[src/rtl/rom_twiddle_fetch_ctrl_if.sv]
// rtl/rom_twiddle_fetch_ctrl_if.sv - ROM read bus and twiddle output stream bundle
interface rom_twiddle_fetch_ctrl_if #(
  parameter int ADDR_W  = 11,
  parameter int DATA_W  = 64,
  parameter int NUM_ROM = 4
);
  logic              rom_valid;
  logic [ADDR_W-1:0] rom_addr_col1;
  logic [ADDR_W-1:0] rom_addr_col2;
  logic [DATA_W-1:0] rom_data_col1 [NUM_ROM-1:0];
  logic [DATA_W-1:0] rom_data_col2 [NUM_ROM-1:0];
  logic              out_valid;
  logic              out_ready;
  logic [DATA_W-1:0] tw_col1 [NUM_ROM-1:0];
  logic [DATA_W-1:0] tw_col2 [NUM_ROM-1:0];

  modport master (
    output rom_valid, rom_addr_col1, rom_addr_col2,
    input  rom_data_col1, rom_data_col2,
    output out_valid, tw_col1, tw_col2,
    input  out_ready
  );

  modport slave (
    input  rom_valid, rom_addr_col1, rom_addr_col2,
    output rom_data_col1, rom_data_col2,
    input  out_valid, tw_col1, tw_col2,
    output out_ready
  );
endinterface

[src/rtl/rom_twiddle_fetch_ctrl.sv]
// rtl/rom_twiddle_fetch_ctrl.sv - twiddle ROM read sequencer with credit-limited output FIFO
module rom_twiddle_fetch_ctrl #(
  parameter int ADDR_W     = 11,
  parameter int DATA_W     = 64,
  parameter int NUM_ROM    = 4,
  parameter int ROM_LAT    = 1,
  parameter int FIFO_DEPTH = 4
) (
  input  logic                    clk,
  input  logic                    rst_n,
  input  logic                    start,
  input  logic [ADDR_W:0]         cfg_len,
  rom_twiddle_fetch_ctrl_if.master bus,
  output logic                    busy,
  output logic                    done
);
  localparam int PW = (FIFO_DEPTH > 1) ? $clog2(FIFO_DEPTH) : 1;
  localparam int CW = $clog2(FIFO_DEPTH + ROM_LAT + 2) + 1;
  localparam logic [ADDR_W:0] LEN_ONE = 1;

  typedef enum logic [1:0] {S_IDLE, S_ISSUE, S_DRAIN, S_DONE} state_t;

  state_t            state, state_nx;
  logic [ADDR_W:0]   len_q, k_q;
  logic [ADDR_W:0]   issue_k, issue_len;
  logic [ROM_LAT-1:0] vsr_q;
  logic [PW-1:0]     wr_ptr, rd_ptr;
  logic [CW-1:0]     count, inflight, occ;
  logic              issue, push, pop;

  logic [DATA_W-1:0] mem1 [FIFO_DEPTH-1:0][NUM_ROM-1:0];
  logic [DATA_W-1:0] mem2 [FIFO_DEPTH-1:0][NUM_ROM-1:0];

  // The read strobe itself plus every shift stage is a slot already promised to the FIFO
  always_comb begin
    inflight = CW'(bus.rom_valid);
    for (int i = 0; i < ROM_LAT; i++) begin
      inflight = inflight + CW'(vsr_q[i]);
    end
  end

  assign occ           = count + inflight;
  assign push          = vsr_q[ROM_LAT-1];
  assign bus.out_valid = (count != '0);
  assign pop           = bus.out_valid && bus.out_ready;
  assign busy          = (state == S_ISSUE) || (state == S_DRAIN);
  assign done          = (state == S_DONE);

  // Next-state and issue decision; the first read goes out on the start edge itself
  always_comb begin
    state_nx  = state;
    issue     = 1'b0;
    issue_k   = k_q;
    issue_len = len_q;
    case (state)
      S_IDLE: begin
        if (start) begin
          issue_len = cfg_len;
          issue_k   = '0;
          if (cfg_len != '0) begin
            issue    = 1'b1;
            state_nx = (cfg_len == LEN_ONE) ? S_DRAIN : S_ISSUE;
          end else begin
            // Zero-length runs still pass through DRAIN so done trails start like any run
            state_nx = S_DRAIN;
          end
        end
      end
      S_ISSUE: begin
        if (occ < CW'(FIFO_DEPTH)) begin
          issue = 1'b1;
          if (k_q == len_q - LEN_ONE) begin
            state_nx = S_DRAIN;
          end
        end
      end
      S_DRAIN: begin
        // Leave as the final entry is popped so done lands on the following cycle
        if (inflight == '0 && (count == '0 || (count == CW'(1) && pop))) begin
          state_nx = S_DONE;
        end
      end
      S_DONE:  state_nx = S_IDLE;
      default: state_nx = S_IDLE;
    endcase
  end

  // State, address counters, registered ROM strobe/addresses and in-flight shift register
  always_ff @(posedge clk or negedge rst_n) begin
    if (!rst_n) begin
      state             <= S_IDLE;
      len_q             <= '0;
      k_q               <= '0;
      vsr_q             <= '0;
      bus.rom_valid     <= 1'b0;
      bus.rom_addr_col1 <= '0;
      bus.rom_addr_col2 <= '0;
    end else begin
      state         <= state_nx;
      bus.rom_valid <= issue;
      vsr_q         <= ROM_LAT'({vsr_q, bus.rom_valid});
      if (state == S_IDLE && start) begin
        len_q <= issue_len;
      end
      if (issue) begin
        k_q               <= issue_k + LEN_ONE;
        bus.rom_addr_col1 <= issue_k[ADDR_W-1:0];
        bus.rom_addr_col2 <= ADDR_W'(issue_len - LEN_ONE - issue_k);
      end
    end
  end

  // FIFO pointers and occupancy; push and pop together leave the count unchanged
  always_ff @(posedge clk or negedge rst_n) begin
    if (!rst_n) begin
      wr_ptr <= '0;
      rd_ptr <= '0;
      count  <= '0;
    end else begin
      if (push) wr_ptr <= wr_ptr + PW'(1);
      if (pop)  rd_ptr <= rd_ptr + PW'(1);
      case ({push, pop})
        2'b10:   count <= count + CW'(1);
        2'b01:   count <= count - CW'(1);
        default: count <= count;
      endcase
    end
  end

  // FIFO storage captures both columns when the in-flight tap says ROM data is valid
  always_ff @(posedge clk) begin
    if (push) begin
      for (int b = 0; b < NUM_ROM; b++) begin
        mem1[wr_ptr][b] <= bus.rom_data_col1[b];
        mem2[wr_ptr][b] <= bus.rom_data_col2[b];
      end
    end
  end

  // Head presentation, forced to zero while empty so reset leaves every output low
  always_comb begin
    for (int b = 0; b < NUM_ROM; b++) begin
      bus.tw_col1[b] = bus.out_valid ? mem1[rd_ptr][b] : '0;
      bus.tw_col2[b] = bus.out_valid ? mem2[rd_ptr][b] : '0;
    end
  end
endmodule

[src/flat_wrapper.sv]
// flat-port wrapper written by rule: the top's interface ports become plain ports
module rom_twiddle_fetch_ctrl_flat 
#(
  parameter int ADDR_W     = 11,
  parameter int DATA_W     = 64,
  parameter int NUM_ROM    = 4,
  parameter int ROM_LAT    = 1,
  parameter int FIFO_DEPTH = 4
)
  (clk, rst_n, start, cfg_len, busy, done, bus_rom_valid, bus_rom_addr_col1, bus_rom_addr_col2, bus_rom_data_col1, bus_rom_data_col2, bus_out_valid, bus_tw_col1, bus_tw_col2, bus_out_ready);
  rom_twiddle_fetch_ctrl_if #(.ADDR_W(ADDR_W), .DATA_W(DATA_W), .NUM_ROM(NUM_ROM)) bus_i ();
  input  logic clk;
  input  logic rst_n;
  input  logic start;
  input  logic [ADDR_W:0] cfg_len;
  output logic busy;
  output logic done;
  output wire logic [$bits(bus_i.rom_valid)-1:0] bus_rom_valid;
  output wire logic [$bits(bus_i.rom_addr_col1)-1:0] bus_rom_addr_col1;
  output wire logic [$bits(bus_i.rom_addr_col2)-1:0] bus_rom_addr_col2;
  input wire logic [$bits(bus_i.rom_data_col1)-1:0] bus_rom_data_col1;
  input wire logic [$bits(bus_i.rom_data_col2)-1:0] bus_rom_data_col2;
  output wire logic [$bits(bus_i.out_valid)-1:0] bus_out_valid;
  output wire logic [$bits(bus_i.tw_col1)-1:0] bus_tw_col1;
  output wire logic [$bits(bus_i.tw_col2)-1:0] bus_tw_col2;
  input wire logic [$bits(bus_i.out_ready)-1:0] bus_out_ready;
  assign bus_rom_valid = bus_i.rom_valid;
  assign bus_rom_addr_col1 = bus_i.rom_addr_col1;
  assign bus_rom_addr_col2 = bus_i.rom_addr_col2;
  assign bus_i.rom_data_col1 = {>>{bus_rom_data_col1}};
  assign bus_i.rom_data_col2 = {>>{bus_rom_data_col2}};
  assign bus_out_valid = bus_i.out_valid;
  assign bus_tw_col1 = {>>{bus_i.tw_col1}};
  assign bus_tw_col2 = {>>{bus_i.tw_col2}};
  assign bus_i.out_ready = bus_out_ready;
  rom_twiddle_fetch_ctrl #(.ADDR_W(ADDR_W), .DATA_W(DATA_W), .NUM_ROM(NUM_ROM), .ROM_LAT(ROM_LAT), .FIFO_DEPTH(FIFO_DEPTH)) u_core (.clk(clk), .rst_n(rst_n), .start(start), .cfg_len(cfg_len), .bus(bus_i), .busy(busy), .done(done));
endmodule
[config.mk]
export PLATFORM = sky130hd
export DESIGN_NAME = rom_twiddle_fetch_ctrl_flat
export DESIGN_NICKNAME = d
export VERILOG_FILES = /design/src/rtl/rom_twiddle_fetch_ctrl_if.sv /design/src/rtl/rom_twiddle_fetch_ctrl.sv /design/src/flat_wrapper.sv
export SDC_FILE = /design/constraint.sdc
export NUM_CORES = 2
export LEC_CHECK = 0
export CAP_MARGIN = 20
export CORE_AREA = 2 2 419 421
export CTS_CLUSTER_SIZE = 24
export DETAILED_ROUTE_END_ITERATION = 6
export DIE_AREA = 0 0 421 423
export MAX_ROUTING_LAYER = met4
export PLACE_DENSITY = 0.67
export SYNTH_ARGS = -nofsm -noshare
export SYNTH_HDL_FRONTEND = slang
export SYNTH_SLANG_ARGS = --single-unit
[constraint.sdc]
create_clock -name clk -period 29.6 [get_ports clk]
set_input_delay 5.92 -clock clk [delete_from_list [all_inputs] [get_ports clk]]
set_output_delay 5.92 -clock clk [all_outputs]
set_load 0.005 [all_outputs]
### Port wiring

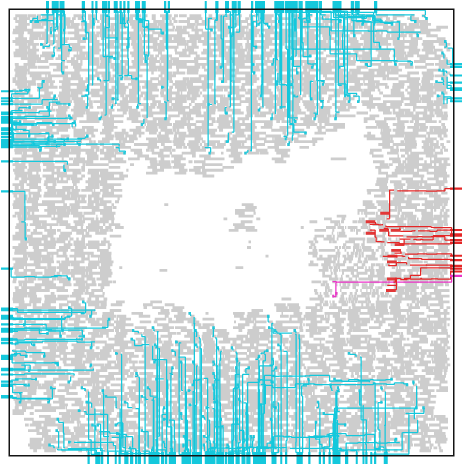
[cyan] `bus_tw_col1` | direction: output | edge: 106 bottom, 94 top, 48 left, 8 right | end cells: 256 | buffers: 256 | wire: 17200 um
[magenta] `bus_out_ready` | direction: input | edge: right | end cells: 2 | buffers: 1 | wire: 136 um
[red] `bus_rom_addr_col2` | direction: output | edge: right | end cells: 11 | buffers: 11 | wire: 778 um
# port buffers: 1065
top-level I/O count: 1066

### Routed clock nets over the placement

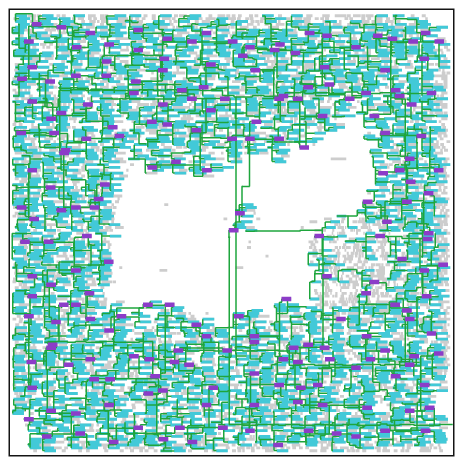
[cyan] flip-flops | count: 2106
[green] clock wires | length: 22.8 mm
[purple] clock-net drivers | count: 206
flops lie: all over the die

### Metal layers overlaid

Bar = 100 um.
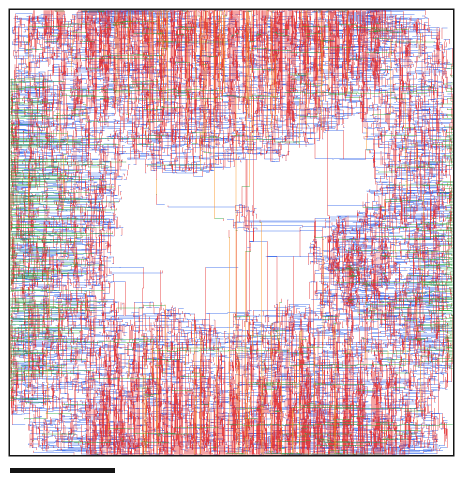
[orange] M4 | wire length: 7580 um
[blue] M1 | wire length: 73.9 mm
[green] M3 | wire length: 14200 um
[red] M2 | wire length: 101 mm
vias after detailed routing: 39930
drt wl/cell: 26.72 um
Overall Global Routing Usage: 0.2243
final wirelength: 196.6 mm

### Cell placement

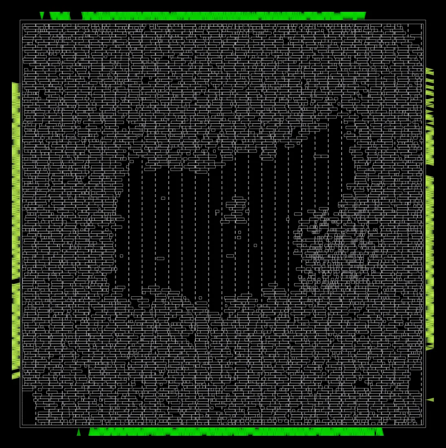
Flops: 2106
row count: 153
sequential cell area share: 0.6263

### I/O pins on the die edge

Pins as bars across the die edge, other pins in grey.
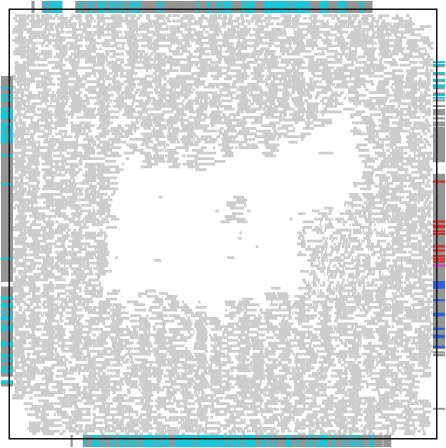
[red] `bus_rom_addr_col2` | pins: 11 | direction: output | edge: right
[cyan] `bus_tw_col1` | pins: 256 | direction: output | edge: 106 bottom, 94 top, 48 left, 8 right
[blue] `cfg_len` | pins: 12 | direction: input | edge: right
[magenta] `bus_out_ready` | pins: 1 | direction: input | edge: right
all pins by edge: 341 top, 329 bottom, 218 left, 178 right

==> impl_metrics.csv <==
group,metric,value,unit
logic_synthesis,mux_share,0.1443,
power,p_int,7.259,mW
setup_path,critical_path.endpoint_type,"primary output",
logic_synthesis,fa_ha_area_frac,0.004596,
route,drtIter0Drc,3078,
setup_path,critical_path.slowest_cell,"buf_4",
logic_synthesis,yosys_area,80580,um2
grt,first_global_vias,41260,
timing,period_used_share,0.3747,
hold_path,hold_end,"u_core.bus.rom_addr_col2[6]",
logic_synthesis,synth_async_sr_flop_share,0.02754,
timing,finalSetupViolCount,0,
final_layout,mi_logic_area,16830,um2
setup_path,crit_family,"buffers and inverters",
timing,setup_tns,0,ps
logic_synthesis,synth.cell_area,80580,um2
logic_synthesis,synthCells,3663,
logic_synthesis,syn_area_per_cell,22.00,um2
setup_path,path_class,"reg -> out",
logic_synthesis,synth-edff-count,2048,
job,cap_violations,0,
logic_synthesis,ys_ff,2106,
logic_synthesis,synthDistinctLibCells,54,
die,dieArea,178100,um2
grt,grt_overflow,0,
clock_network,cts_sinks,2106,
setup_path,rr_endpoint,"u_core.mem1[3][101]",
setup_path,arrival,5170,ps
setup_path,cp_max_fo,40,
clock_network,post-cts-setup-buffers,0,
logic_synthesis,synth_top_flop_cell,"edfxtp_1",
logic_synthesis,xor_share,0.002935,
route,viasPerCell,5.427,
clock_network,cts_buffers,206,
timing,final.setup.worst_slack,18510,ps
setup_path,worstPathRequired,23680,ps
final_layout,area_delta_synth_final,24.75,%
power,p_comb_frac,0.374,
die,die_w,421,um
final_layout,most-common-layout-cells,"edfxtp_1 (2048), clkdlybuf4s50_1 (1064), and2_1 (517), mux4_2 (512), clkbuf_16 (209)",
die,die_h,423,um
setup_path,critPathMaxStageDelay,750,ps
setup_path,setup.worst_path.start_class,"flip-flop",
logic_synthesis,syn_nets,4220,
power,seq_power_share,0.383,
power,p_per_area,102.1,nW/um2
grt,grt_max_degree,214,
clock_network,clock_latency,850,ps
logic_synthesis,yosys-stat-cells,3663,
timing,slew_violations,0,
clock_network,htreeDepth,4,
final_layout,fin_nets,5360,
setup_path,rrSetupSlack,24600,ps
timing,period_needed,11090,ps
hold_path,holdPathStages,2,
setup_path,crit_chain,"buf_16 -> buf_4 -> buf_4 -> buf_4 -> mux4_2 -> and2_1 -> clkdlybuf4s50_1",
timing,slew_headroom,0.2421,
timing,fmax,90.16,MHz
logic_synthesis,ys_warn_count,0,
route,drcViolationCount,0,
timing,rsz0062_at_grt,"no",
setup_path,r2r_start,"u_core.wr_ptr[0]",
clock_network,clk_pin_slew_worst_paths,60,ps
timing,worstMarginPinSlew,1137,ps
hold_path,hold_path.startpoint,"u_core.bus.rom_addr_col2[6]",
power,clockPowerShare,0.243,
timing,clock_skew,30.84,ps
clock_network,cts_resized,0,
setup_path,cp.buffers_inverters,5,
clock_network,postCtsHoldBufs,0,
power,ir_drop,77.24,uV
power,p_switching,3.000,mW
die,fp-utilization,0.4651,
route,dr.pass1.iters,5,
job,stage_log_warnings,65,
final_layout,layout.cells.most_common,"edfxtp_1",
hold_path,hp-class,"reg -> reg",
setup_path,cp_common_cell,"buf_4",
placed_design,dp_hpwl,124.3,mm
placed_design,place_ws,18930,ps
logic_synthesis,yosys.stat.seqShare,0.7812,
grt,antenna_found_initial,68,
grt,grt_pass1_wl,283.5,mm
final_layout,fillers,12710,
setup_path,reg2reg_depth,6,
final_layout,flop_area,62960,um2
timing,finalHoldViolations,0,
power,p_leak,32.37,nW
die,core,173200,um2
clock_network,root_buffer,"clkbuf_16",
placed_design,place_congestion,0.8447,
logic_synthesis,simple_gate_area_frac,0.04963,
logic_synthesis,compound_area_frac,0.007065,
clock_network,cts_tree,"yes",
logic_synthesis,ys_top_logic_family,"multiplexers",
route,ant_nets,0,
power,p_sw_frac,0.2924,
clock_network,cts_max_path_buffers,3,
run_status,status,"finished, final reports clean",
final_layout,drive_above_1_share,0.1728,
## per-stage QoR
step / instance area [um2] / utilization / hold slack, ps / power (mW) / std cells
2_1_floorplan: 80580 / - / 419.8 / 6.112 / 3663
3_3_place_gp: 93940 / 0.5422 / 455.0 / 7.865 / 6919
3_5_place_dp: 93940 / 0.5422 / 462.3 / 7.885 / 6919
4_1_cts: 100400 / 0.5793 / 485.3 / 10.39 / 7301
5_1_grt: 100500 / 0.5802 / 501.7 / 10.71 / 7357
6_report: 100500 / 0.5802 / 475.1 / 10.26 / 7358
## registers in the layout (all words and copies together), names as in the netlist, 4 cells and up
name and flops:
u_core.bus.rom_addr_col2 11, u_core.k_q 12, u_core.bus.rom_addr_col1 11, u_core.mem2 1024, u_core.mem1 1024, u_core.count 4
u_core.len_q 12
## cell type report
type                       count  area share
sequential                  2106      0.6263
multi-input combinational   1350      0.1674
timing repair buffer        1119      0.1114
clock buffer                 264     0.05428
tap                         2325     0.02894
clock inverter               118    0.009572
antenna                       56    0.001394
inverter                      20   0.0007468
## worst max path at each step
stage                startpoint                 to  cells after the start
3_5_place_dp   u_core.rd_ptr[0]   bus_tw_col2[148]                      6
3_3_place_gp   u_core.rd_ptr[0]   bus_tw_col2[148]                      6
5_1_grt        u_core.rd_ptr[0]   bus_tw_col2[148]                      7
4_1_cts        u_core.rd_ptr[0]   bus_tw_col2[148]                      6
2_1_floorplan  u_core.wr_ptr[0]  u_core.mem1[2][0]                      3
6_report       u_core.rd_ptr[0]   bus_tw_col1[128]                      7
## cell usage after synthesis, drive strengths merged, types with 5 or more instances
cell    number  area, um2
ha          28      350.3
and2       521       3259
xnor2       18      157.7
xor2         9      78.83
o21ai       41      205.2
nand3       12      60.06
nand2       89      334.1
nor3         5      25.02
clkbuf      98      367.9
mux4       512      11530
dfrtp       58       1451
buf         89      384.1
inv         20      75.07
mux2         6      67.56
a21oi       16      80.08
edfxtp    2048      61500
nand4        8      50.05
nor4         5      43.79
nor2        20      75.07
## worst register-to-register path: cells and delay by family (launching register included)
| family | cells | cell delay, ps |
|---|---|---|
| buf+inv | 4 | 3300 |
| simple gates | 1 | 690 |
| flops | 1 | 420 |
| fa+ha+maj | 1 | 170 |
## logic make-up after synthesis
logic type / count (synthesis)
AOI/OAI and AO/OA: 92
DFF: 2106
muxes: 521
xor gates and xnor gates: 27
and+or+nand+nor: 681
adders and majority gates: 29
buffers and inverters: 207
## layer usage
layer | up-vias | part of all wire | global-route usage
li1 | 17290 | - | -
met1 | 20940 | 0.38 | 0.2657
met2 | 1360 | 0.51 | 0.3602
met3 | 345 | 0.072 | 0.06261
met4 | 0 | 0.039 | 0.09928
met5 | - | 0 | -
## power by group through the flow
stage               Clock, mW  Sequential (mW)  Combinational [mW]
floorplan                   0             4.20                1.91
global placement            0             3.98                3.89
detailed placement          0             4.00                3.88
CTS                      2.54             3.94                3.91
global route             2.65             3.97                4.09
finish                   2.49             3.93                3.84
Power and IR drop assume default switching activity.
